Fig. 1: run 1, clock wiring as the flow saved it
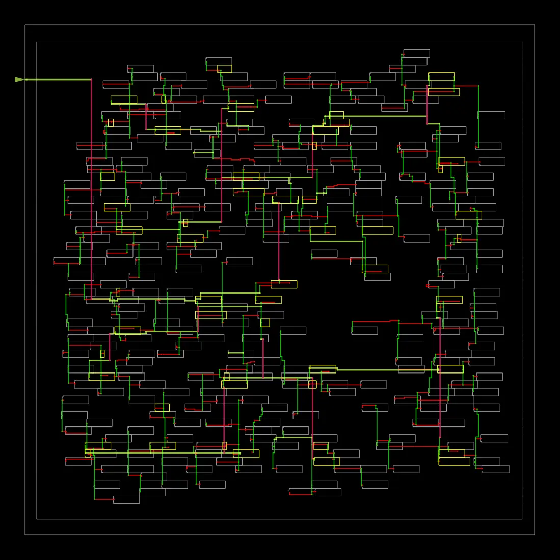
Fig. 2: run 1, I/O nets highlighted
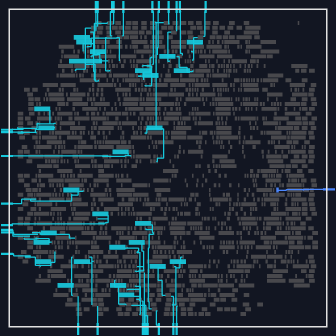
Fig. 3: run 1, routed metal, one color a layer
The bar under the picture is 50 um long.
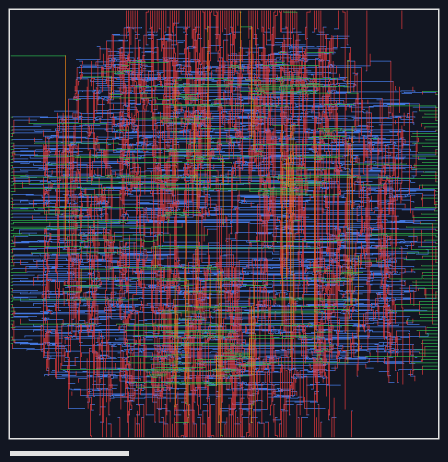
==> config.mk <==
export PLATFORM = sky130hd
export DESIGN_NAME = audio_chan_regs
export DESIGN_NICKNAME = d
export VERILOG_FILES = /design/src/rtl/xv_pkg.sv /design/src/rtl/audio_chan_regs.sv
export SDC_FILE = /design/constraint.sdc
export NUM_CORES = 1
export LEC_CHECK = 0
export ABC_AREA = 1
export ABC_CLOCK_PERIOD_IN_PS = 20000
export CORE_MARGIN = 4
export CORE_UTILIZATION = 40
export DETAILED_ROUTE_END_ITERATION = 12
export HOLD_SLACK_MARGIN = 0.05
export MAX_ROUTING_LAYER = met4
export PLACE_DENSITY = 0.7
export SETUP_SLACK_MARGIN = 0.02
export SLEW_MARGIN = 0
export SYNTH_ARGS = -nofsm -noshare
export SYNTH_HDL_FRONTEND = slang
export SYNTH_SLANG_ARGS = --single-unit
==> constraint.sdc <==
create_clock -name clk -period 20 [get_ports clk]
set_input_delay 3 -clock clk [delete_from_list [all_inputs] [get_ports clk]]
set_output_delay 3 -clock clk [all_outputs]
set_load 0.05 [all_outputs]
==> src/rtl/xv_pkg.sv <==
// Shared video/audio definitions: channel count, VRAM address width, bus word types
// and the per-channel register offsets used by the audio register block.
package xv;

  localparam int AUDIO_NCHAN = 4;
  localparam int VRAM_W      = 16;

  typedef logic [VRAM_W-1:0] addr_t;
  typedef logic [15:0]       word_t;

  typedef enum logic [1:0] {
    REG_VOL    = 2'd0,
    REG_PERIOD = 2'd1,
    REG_LENGTH = 2'd2,
    REG_START  = 2'd3
  } chan_reg_e;

endpackage

==> src/rtl/audio_chan_regs.sv <==
// Per-channel audio register file plus global control (enable, interrupt mask/pending).
// Optional interrupt logic is built only when AUDIO_INTR_EN is defined.
module audio_chan_regs #(
  parameter int AUDIO_NCHAN = xv::AUDIO_NCHAN,
  localparam int CHAN_W = (AUDIO_NCHAN > 1) ? $clog2(AUDIO_NCHAN) : 1
) (
  input  logic                              clk,
  input  logic                              reset_i,
  input  logic                              reg_wr_i,
  input  logic                              reg_rd_i,
  input  logic [CHAN_W+1:0]                 reg_addr_i,
  input  logic [15:0]                       reg_data_i,
  output logic [15:0]                       reg_data_o,
  input  logic                              ctrl_wr_i,
  output logic                              audio_enable_o,
  output logic [7*AUDIO_NCHAN-1:0]          audio_vol_l_nchan_o,
  output logic [7*AUDIO_NCHAN-1:0]          audio_vol_r_nchan_o,
  output logic [15*AUDIO_NCHAN-1:0]         audio_period_nchan_o,
  output logic [AUDIO_NCHAN-1:0]            audio_tile_nchan_o,
  output logic [xv::VRAM_W*AUDIO_NCHAN-1:0] audio_start_nchan_o,
  output logic [15*AUDIO_NCHAN-1:0]         audio_len_nchan_o,
  output logic [AUDIO_NCHAN-1:0]            audio_restart_nchan_o,
  input  logic [AUDIO_NCHAN-1:0]            audio_reload_nchan_i,
  output logic [AUDIO_NCHAN-1:0]            audio_ready_o,
  output logic                              audio_intr_o
);
  import xv::*;

  localparam int N     = AUDIO_NCHAN;
  localparam int NSLOT = 2 ** CHAN_W;

  logic [CHAN_W-1:0] sel_chan;
  chan_reg_e         sel_reg;
  word_t             rd_word [NSLOT];
  word_t             ctrl_word;
  logic              enable;

  assign sel_chan = reg_addr_i[CHAN_W+1:2];
  assign sel_reg  = chan_reg_e'(reg_addr_i[1:0]);

  for (genvar c = 0; c < N; c++) begin : g_chan
    localparam logic [CHAN_W-1:0] CIDX = CHAN_W'(c);

    logic       hit;
    logic [6:0] vol_l, vol_r;
    logic [14:0] period, len;
    logic       tile;
    addr_t      start;
    logic       ready, restart;

    assign hit = reg_wr_i && (sel_chan == CIDX);

    always_ff @(posedge clk or posedge reset_i) begin
      if (reset_i) begin
        vol_l   <= '0;
        vol_r   <= '0;
        period  <= '0;
        len     <= '0;
        tile    <= 1'b0;
        start   <= '0;
        ready   <= 1'b1;
        restart <= 1'b0;
      end else begin
        restart <= hit && (sel_reg == REG_PERIOD) && reg_data_i[15];
        if (hit) begin
          case (sel_reg)
            REG_VOL: begin
              vol_l <= reg_data_i[14:8];
              vol_r <= reg_data_i[6:0];
            end
            REG_PERIOD: period <= reg_data_i[14:0];
            REG_LENGTH: begin
              len  <= reg_data_i[14:0];
              tile <= reg_data_i[15];
            end
            default: start <= addr_t'(reg_data_i);
          endcase
        end
        // a START write re-arms the channel even if the mixer reloads in the same cycle
        if (hit && (sel_reg == REG_START))
          ready <= 1'b0;
        else if (audio_reload_nchan_i[c])
          ready <= 1'b1;
      end
    end

    always_comb begin
      rd_word[c] = '0;
      case (sel_reg)
        REG_VOL:    rd_word[c] = {1'b0, vol_l, 1'b0, vol_r};
        REG_PERIOD: rd_word[c] = {1'b0, period};
        REG_LENGTH: rd_word[c] = {tile, len};
        default:    rd_word[c] = word_t'(start);
      endcase
    end

    assign audio_vol_l_nchan_o[c*7 +: 7]            = vol_l;
    assign audio_vol_r_nchan_o[c*7 +: 7]            = vol_r;
    assign audio_period_nchan_o[c*15 +: 15]         = period;
    assign audio_len_nchan_o[c*15 +: 15]            = len;
    assign audio_tile_nchan_o[c]                    = tile;
    assign audio_start_nchan_o[c*VRAM_W +: VRAM_W]  = start;
    assign audio_restart_nchan_o[c]                 = restart;
    assign audio_ready_o[c]                         = ready;
  end

  for (genvar c = N; c < NSLOT; c++) begin : g_unused_slot
    assign rd_word[c] = '0;
  end

  always_ff @(posedge clk or posedge reset_i) begin
    if (reset_i)
      enable <= 1'b0;
    else if (ctrl_wr_i)
      enable <= reg_data_i[0];
  end
  assign audio_enable_o = enable;

`ifdef AUDIO_INTR_EN
  logic [N-1:0] mask, pending, pend_set, pend_clr;
  logic         intr;

  assign pend_set = audio_reload_nchan_i & mask;
  assign pend_clr = ctrl_wr_i ? reg_data_i[N-1:0] : '0;

  always_ff @(posedge clk or posedge reset_i) begin
    if (reset_i) begin
      mask    <= '0;
      pending <= '0;
      intr    <= 1'b0;
    end else begin
      if (ctrl_wr_i)
        mask <= reg_data_i[N+7:8];
      pending <= (pending & ~pend_clr) | pend_set;
      intr    <= |(pend_set & ~pending);
    end
  end

  assign ctrl_word    = (word_t'(mask) << 8) | word_t'(pending);
  assign audio_intr_o = intr;
`else
  assign ctrl_word    = '0;
  assign audio_intr_o = 1'b0;
`endif

  // The control word has no address of its own: a read strobe coinciding with a
  // control write returns the pre-write {mask, pending}.
  always_ff @(posedge clk or posedge reset_i) begin
    if (reset_i)
      reg_data_o <= '0;
    else if (reg_rd_i && ctrl_wr_i)
      reg_data_o <= ctrl_word;
    else if (reg_rd_i)
      reg_data_o <= rd_word[sel_chan];
  end

endmodule

==> summary.txt, run 1 <==
final net count - 1,705
FF-to-FF Start - g_chan[1].start[6]
max-slew violations - 0
CP arrival - 6.79 ns
CTS tree - yes
Die X - 180 um
Root Driver - clkbuf_16
Psw - 0.935 mW
post-DP HPWL - 33.4 mm
internal power - 1.26 mW
flops out of synthesis - 269
worst slew pin tran - 1.26 ns
die area - 32,400 um2
DRC viols - 0
post-synth area from yosys stat - 11,800 um2
area share of the largest cell type after synthesis - 0.560
post-synthesis net count - 1,479
Flop pwr share - 0.352
synth top area cells - dfrtp_1 56%, nand2_1 13%, o21ai_0 8.5%
most frequent cells in the layout - 406 x nand2_1, 296 x clkdlybuf4s50_1, 265 x dfrtp_1
crit path from - reg_addr_i[0]
fp_density - 0.409
H-tree depth - 1
gpl congestion - 0.945
Routed Antenna Nets - 0
Crit Path Category - in -> reg
final hold violations - 0
Synth Seq Share - 0.569
die y size - 180 um
Yosys cell types - 22
row count - 62
Layout Skew - 0.0111 ns
Fillers - 2,680
Synth Cell Area - 11,800 um2
Final Cell Area - 15,900 um2
worst hold slack - 0.478 ns
ys cells - 1,450
number of global-route vias before repair - 10,800
initial antenna violation count - 0
critical path startpoint category - input pin
met3 Use GR - 0.0650
Avg Cell Area, Syn - 8.17 um2
critical hold path startpoint - reg_data_o[6]
Synth warnings - 0
period utilization - 0.318
clk slew on worst S/H paths - 0.06 ns
post-cts sizing count - 0
slew margin rel. - 0.156
Leakage - 7.12 nW
Area Overhead vs Synth - 34.1%
synthesized instance count - 1,450
fin crit period - 6.36 ns
Peak VDD IR - 0.0755 mV
Worst Path Required - 20.43 ns
I/O pin cnt - 299
Power Density - 138 nW/um2
Cell Count, Final, Fillers Out - 2,083
grt peak-use layer - met2
port bufs - 297
met1 GRT Util - 0.411
DR vias/cell - 5.43
cell type with the largest total area - dfrtp_1
tool warnings - 28
Clk network pwr share - 0.262
pin count of the biggest net entering global routing - 151
layout cells sized above 1 - 0.0453
Diodes inserted - 0
cell area after placement - 14,900 um2
grt ovf - 0
worst hold path class - reg -> reg
most instantiated logic cell after routing - nand2_1
Hold-fix buffers, CTS - 0
sw frac - 0.425
Num CTS Buffers - 29
RSZ-0062 raised after global routing - no
crit end category - flip-flop
First-pass DRT Iterations - 5
CTS max path bufs - 3
final worst slack - 13.64 ns
logic area - 4320 um2
Post-Route Setup TNS - 0 ns
pre-CTS WS - 13.21 ns
maximum clock frequency - 157 MHz
status - completed
global-route wire length before repair - 70.4 mm
Max Cap Violations - 0
DR iter-0 viols - 1,496
met2 Use GR - 0.427
Worst Path Max Fanout - 39
FF+latch area - 6740 um2
Cells after DPL - 2,029
Post-CTS Setup Inserts - 0
# setup viols final - 0
Worst R2R Setup Slack - 18.52 ns
Core Box Area - 28,900 um2
Comb pwr share - 0.386
## Picture notes: Fig. 1
clk_lat worst skew: 0.55 ns
seq_cells: 269
clock sink count: 269

## Picture notes: Fig. 2
- blue: reg_wr_i (direction input; edge east; end cells 1; buffers 1; wire 31.6 um)
- cyan: audio_vol_r_nchan_o (direction output; edge 11 north, 9 south, 8 west; end cells 28; buffers 28; wire 1,430 um)

## Picture notes: Fig. 3
- blue: M1 (wire length 20.4 mm)
- green: M3 (wire length 4,950 um)
- orange: M4 (wire length 1,510 um)
- red: M2 (wire length 20.9 mm)
Post-Route WL: 47.7 mm
vias after detailed routing: 11,300
WL/cell: 22.9 um
Tot GR Track Use: 0.292

run 1: path summary, 6_finish.rpt:
kind                                            end  depth (start not counted)
worst max-delay path            g_chan[0].start[11]                          6
worst min-delay path                  reg_data_o[6]                          2
worst max register to register        reg_data_o[6]                          6
worst min register to register        reg_data_o[6]                          2
max in group asynchronous        g_chan[3].start[0]                          3
min in group asynchronous            g_chan[1].tile                          2
run 1: critical path: stages:
cell             delay (ns)
clkdlybuf4s50_1        0.46
buf_4                  0.47
nand2_1                0.70
inv_2                  0.83
nand2_1                0.84
o21ai_0                0.46
run 1: cell families (layout without fill, tap and decap cells):
group	count (synthesis)	after routing	synth area share
buffers and inverters	190	439	0.0685
AOI/OAI and AO/OA	290	290	0.123
and+or+nand+nor	700	700	0.240
DFF	269	269	0.569
other	1	1	0.000316
run 1: per-layer routing:
| metal | up-vias | routed length (um) |
|---|---|---|
| li1 | 5119 | - |
| met1 | 5448 | 20400 |
| met2 | 660 | 20900 |
| met3 | 76 | 4950 |
| met4 | 0 | 1510 |
| met5 | - | 0 |
run 1: layout make-up:
type,count,area share
tap,384,0.0302
clock buffer,44,0.0530
multi-input combinational,991,0.272
sequential,269,0.424
timing repair buffer,304,0.190
clock inverter,10,0.0114
inverter,81,0.0196
run 1: synth_stat cells, drive strengths merged:
cell type    n
a21oi       68
buf         50
clkbuf      59
clkinv       1
conb         1
dfrtp      265
dfstp        4
inv         80
nand2      408
nand3      123
nand4       12
nor2       157
o21a         1
o21ai      220
o22ai        1
run 1: power by group through the flow:
stage                     Sequential, mW  Clock [mW]  Combinational, mW
after floorplan                     1.13           0              0.158
after global placement             0.778           0              0.839
after detailed placement           0.778           0              0.847
after CTS                          0.770       0.579              0.850
after global routing               0.785       0.602              0.888
final                              0.773       0.577              0.848
run 1: sequential cells by signal, summed over array words and instances, names as in the netlist, 16 cells and up:
register / count
g_chan.start: 64
reg_data_o: 16
g_chan.len: 60
g_chan.period: 60
g_chan.vol_l: 28
g_chan.vol_r: 28
run 1: through the flow:
step | utilization | power, mW
final | 0.549 | 2.20
after global routing | 0.549 | 2.27
after CTS | 0.549 | 2.20
after detailed placement | 0.514 | 1.63
after global placement | 0.514 | 1.62
after floorplan | - | 1.28
Fig. 4: run 1, sequential cells colored by netlist name
The bar under the picture is 50 um long.
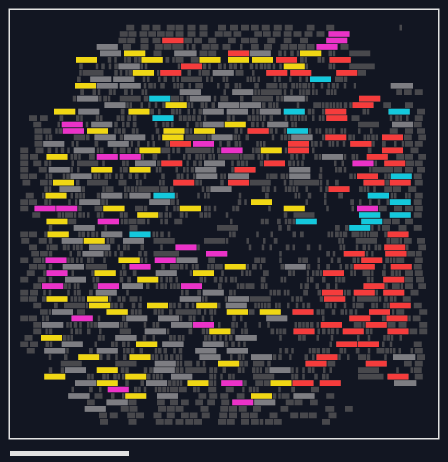

==> run 1 -> run 2 <==
- ABC_CLOCK_PERIOD_IN_PS: 20000 -> 5870
- clock period: 20 -> 5.87 ns (I/O delays scaled with it)
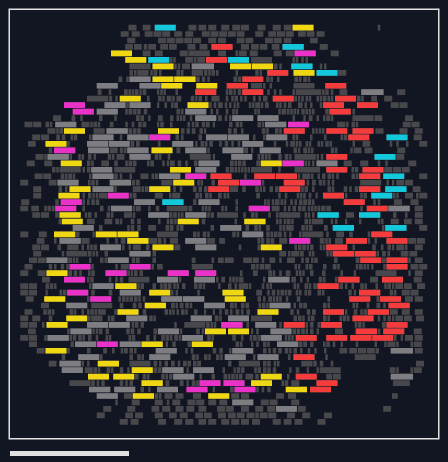
Fig. 5. Sequential cells colored by netlist name (run 2).
The bar under the picture is 50 um long.
- magenta: g_chan.vol_l (flops 28)
- cyan: reg_data_o (flops 16)
- red: g_chan.start (flops 64)
- yellow: g_chan.len (flops 60)

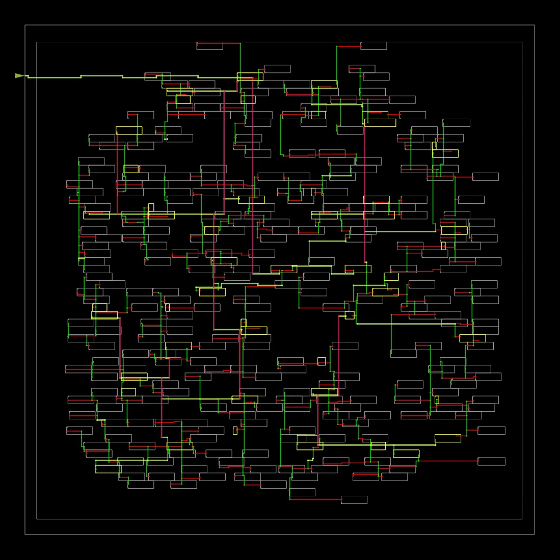
Fig. 6. Clock wiring as the flow saved it (run 2).
Clock Buffer Count: 44
clk_lat worst skew: 0.56 ns
Layout Skew: 0.0140 ns
Clock group: 1.84 mW

==> summary.txt, run 2 <==
area share of the largest cell type after synthesis - 0.560
pin count of the biggest net entering global routing - 186
row count - 62
Hold-fix buffers, CTS - 0
Worst Path Required - 6.31 ns
die y size - 180 um
crit end category - flip-flop
ys cells - 1,450
pre-CTS WS - 1.44 ns
Post-synth EDFFs - 0
final worst slack - 1.98 ns
Async SR Flop Fraction - 1.00
WL/cell - 22.9 um
Synth Cell Area - 11,800 um2
Worst R2R Setup Slack - 4.34 ns
most instantiated logic cell after routing - nand2_1
Synth warnings - 0
Power Density - 466 nW/um2
maximum clock frequency - 257 MHz
Num CTS Buffers - 29
Post-synth top cells - 406 x nand2_1, 265 x dfrtp_1, 202 x o21ai_0, 151 x nor2_1, 123 x nand3_1
synthesized instance count - 1,450
grt ovf - 0
H-tree depth - 1
gpl congestion - 1.03
tool warnings - 28
post-synthesis net count - 1,479
Peak VDD IR - 0.225 mV
Worst R2R Path Depth - 6
post-DP HPWL - 33.5 mm
Routed Antenna Nets - 0
fp_density - 0.409
period utilization - 0.663
layout cells sized above 1 - 0.0465
Die X - 180 um
most common cell in the synthesized netlist - nand2_1
die area - 32,400 um2
First-pass DRT Iterations - 6
# setup viols final - 0
I/O pin cnt - 299
total power draw - 7.39 mW
Worst Path Max Fanout - 33
CP arrival - 4.34 ns
slew margin rel. - 0.173
Fillers - 2,666
Post-Route WL - 47.8 mm
main flop type - dfrtp_1
clk slew on worst S/H paths - 0.06 ns
global-route wire length before repair - 70.1 mm
final net count - 1,708
number of global-route vias before repair - 10,900
Max Cap Violations - 0
port bufs - 297
Post-CTS Setup Inserts - 0
worst slew pin tran - 1.24 ns
Top reg by flops - g_chan.start
worst hold path class - reg -> reg
RSZ-0062 raised after global routing - no
DRC viols - 0
initial antenna violation count - 2
most frequent cells in the layout - 406 x nand2_1, 296 x clkdlybuf4s50_1, 265 x dfrtp_1
Largest regs - g_chan.start: 64 flops, g_chan.len: 60 flops, g_chan.period: 60 flops
vias after detailed routing - 11,400
CTS max path bufs - 3
Avg Cell Area, Syn - 8.17 um2
Yosys cell types - 22
Core Box Area - 28,900 um2
Leakage - 7.11 nW
synth top area cells - dfrtp_1 56%, nand2_1 13%, o21ai_0 8.5%
critical path startpoint category - input pin
Hold Crit Depth - 2
CTS tree - yes
Crit Path Category - in -> reg
status - completed
max reg flops - 64
cell type with the largest total area - dfrtp_1
final hold violations - 0
post-synth area from yosys stat - 11,800 um2
post-cts sizing count - 0
DR iter-0 viols - 1,486
flops out of synthesis - 269
Tot GR Track Use - 0.291
max-slew violations - 0
Post-Route Setup TNS - 0 ns
DR vias/cell - 5.46
Area Overhead vs Synth - 33.8%
clock sink count - 269
fin crit period - 3.89 ns
Synth Seq Share - 0.569
Root Driver - clkbuf_16
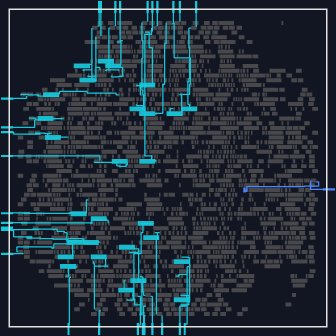
Fig. 7. I/O nets highlighted (run 2).
- cyan: audio_vol_r_nchan_o (direction output; edge 10 north, 9 south, 9 west; end cells 28; buffers 28; wire 1,600 um)
- blue: reg_wr_i (direction input; edge east; end cells 1; buffers 1; wire 63.4 um)

## run 2: cell count changes in the layout (fill, tap and decap cells not counted), sizes merged
cell	delta
buf	+3
bufinv	-3
clkinv	-1
clkinvlp	+1
diode	+1
inv	-1
## run 2: critical path: stages
cell,delay (ns)
clkdlybuf4s50_1,1.28
inv_2,0.03
buf_4,0.30
nor2_4,0.67
nand2_1,0.74
o21ai_0,0.40
## run 2: power by group
| group | total (mW) | switching, mW | internal, mW | leakage, nW |
|---|---|---|---|---|
| combinational | 2.91 | 2.05 | 0.863 | 3.32 |
| sequential | 2.64 | 0.401 | 2.24 | 3.31 |
| clock | 1.84 | 0.740 | 1.10 | 0.470 |
| total | 7.39 | 3.19 | 4.20 | 7.11 |
## run 2: cell type report
cell class / instances / area [um2] / area share
flip-flops and latches: 269 / 6740 / 0.425
clock buffers: 44 / 872 / 0.0550
clock inverters: 6 / 86.3 / 0.00544
repair buffers: 307 / 3060 / 0.193
inverters: 81 / 308 / 0.0194
multi-input cells: 991 / 4320 / 0.272
well taps: 384 / 480 / 0.0303
diodes: 1 / 2.50 / 0.000158
## run 2: routing by layer
layer  track usage  up-vias  part of all wire
met2         0.418      727              0.42
li1              -     5132                 -
met4         0.108        0             0.047
met5             -        -                 0
met1         0.380     5401              0.40
met3         0.104      116              0.13
## run 2: cell families (layout without fill, tap and decap cells)
family / count (synthesis) / count (layout) / share of synthesized area
buf+inv: 190 / 438 / 0.0685
compound gates: 290 / 290 / 0.123
flops: 269 / 269 / 0.569
other cells: 1 / 2 / 0.000316
simple gates: 700 / 700 / 0.240
## run 2: path summary, 6_finish.rpt
check,start,to
setup / recovery,reg_addr_i[0],g_chan[0].period[10]
hold / removal,reg_data_o[12],reg_data_o[12]
setup reg to reg,g_chan[1].start[6],reg_data_o[6]
hold reg to reg,reg_data_o[12],reg_data_o[12]
max in group asynchronous,reset_i,g_chan[2].period[12]
min in group asynchronous,reset_i,g_chan[2].start[1]
## run 2: metrics by stage
stage | util | hold slack, ns | instance area [um2] | std cells
6_report | 0.548 | 0.477 | 15900 | 2083
5_1_grt | 0.548 | 0.511 | 15900 | 2083
4_1_cts | 0.548 | 0.482 | 15900 | 2082
3_5_place_dp | 0.515 | 0.466 | 14900 | 2032
3_3_place_gp | 0.515 | 0.467 | 14900 | 2032
2_1_floorplan | - | 0.472 | 11900 | 1450
No activity file was given, so power comes from the tool's default toggle rates.
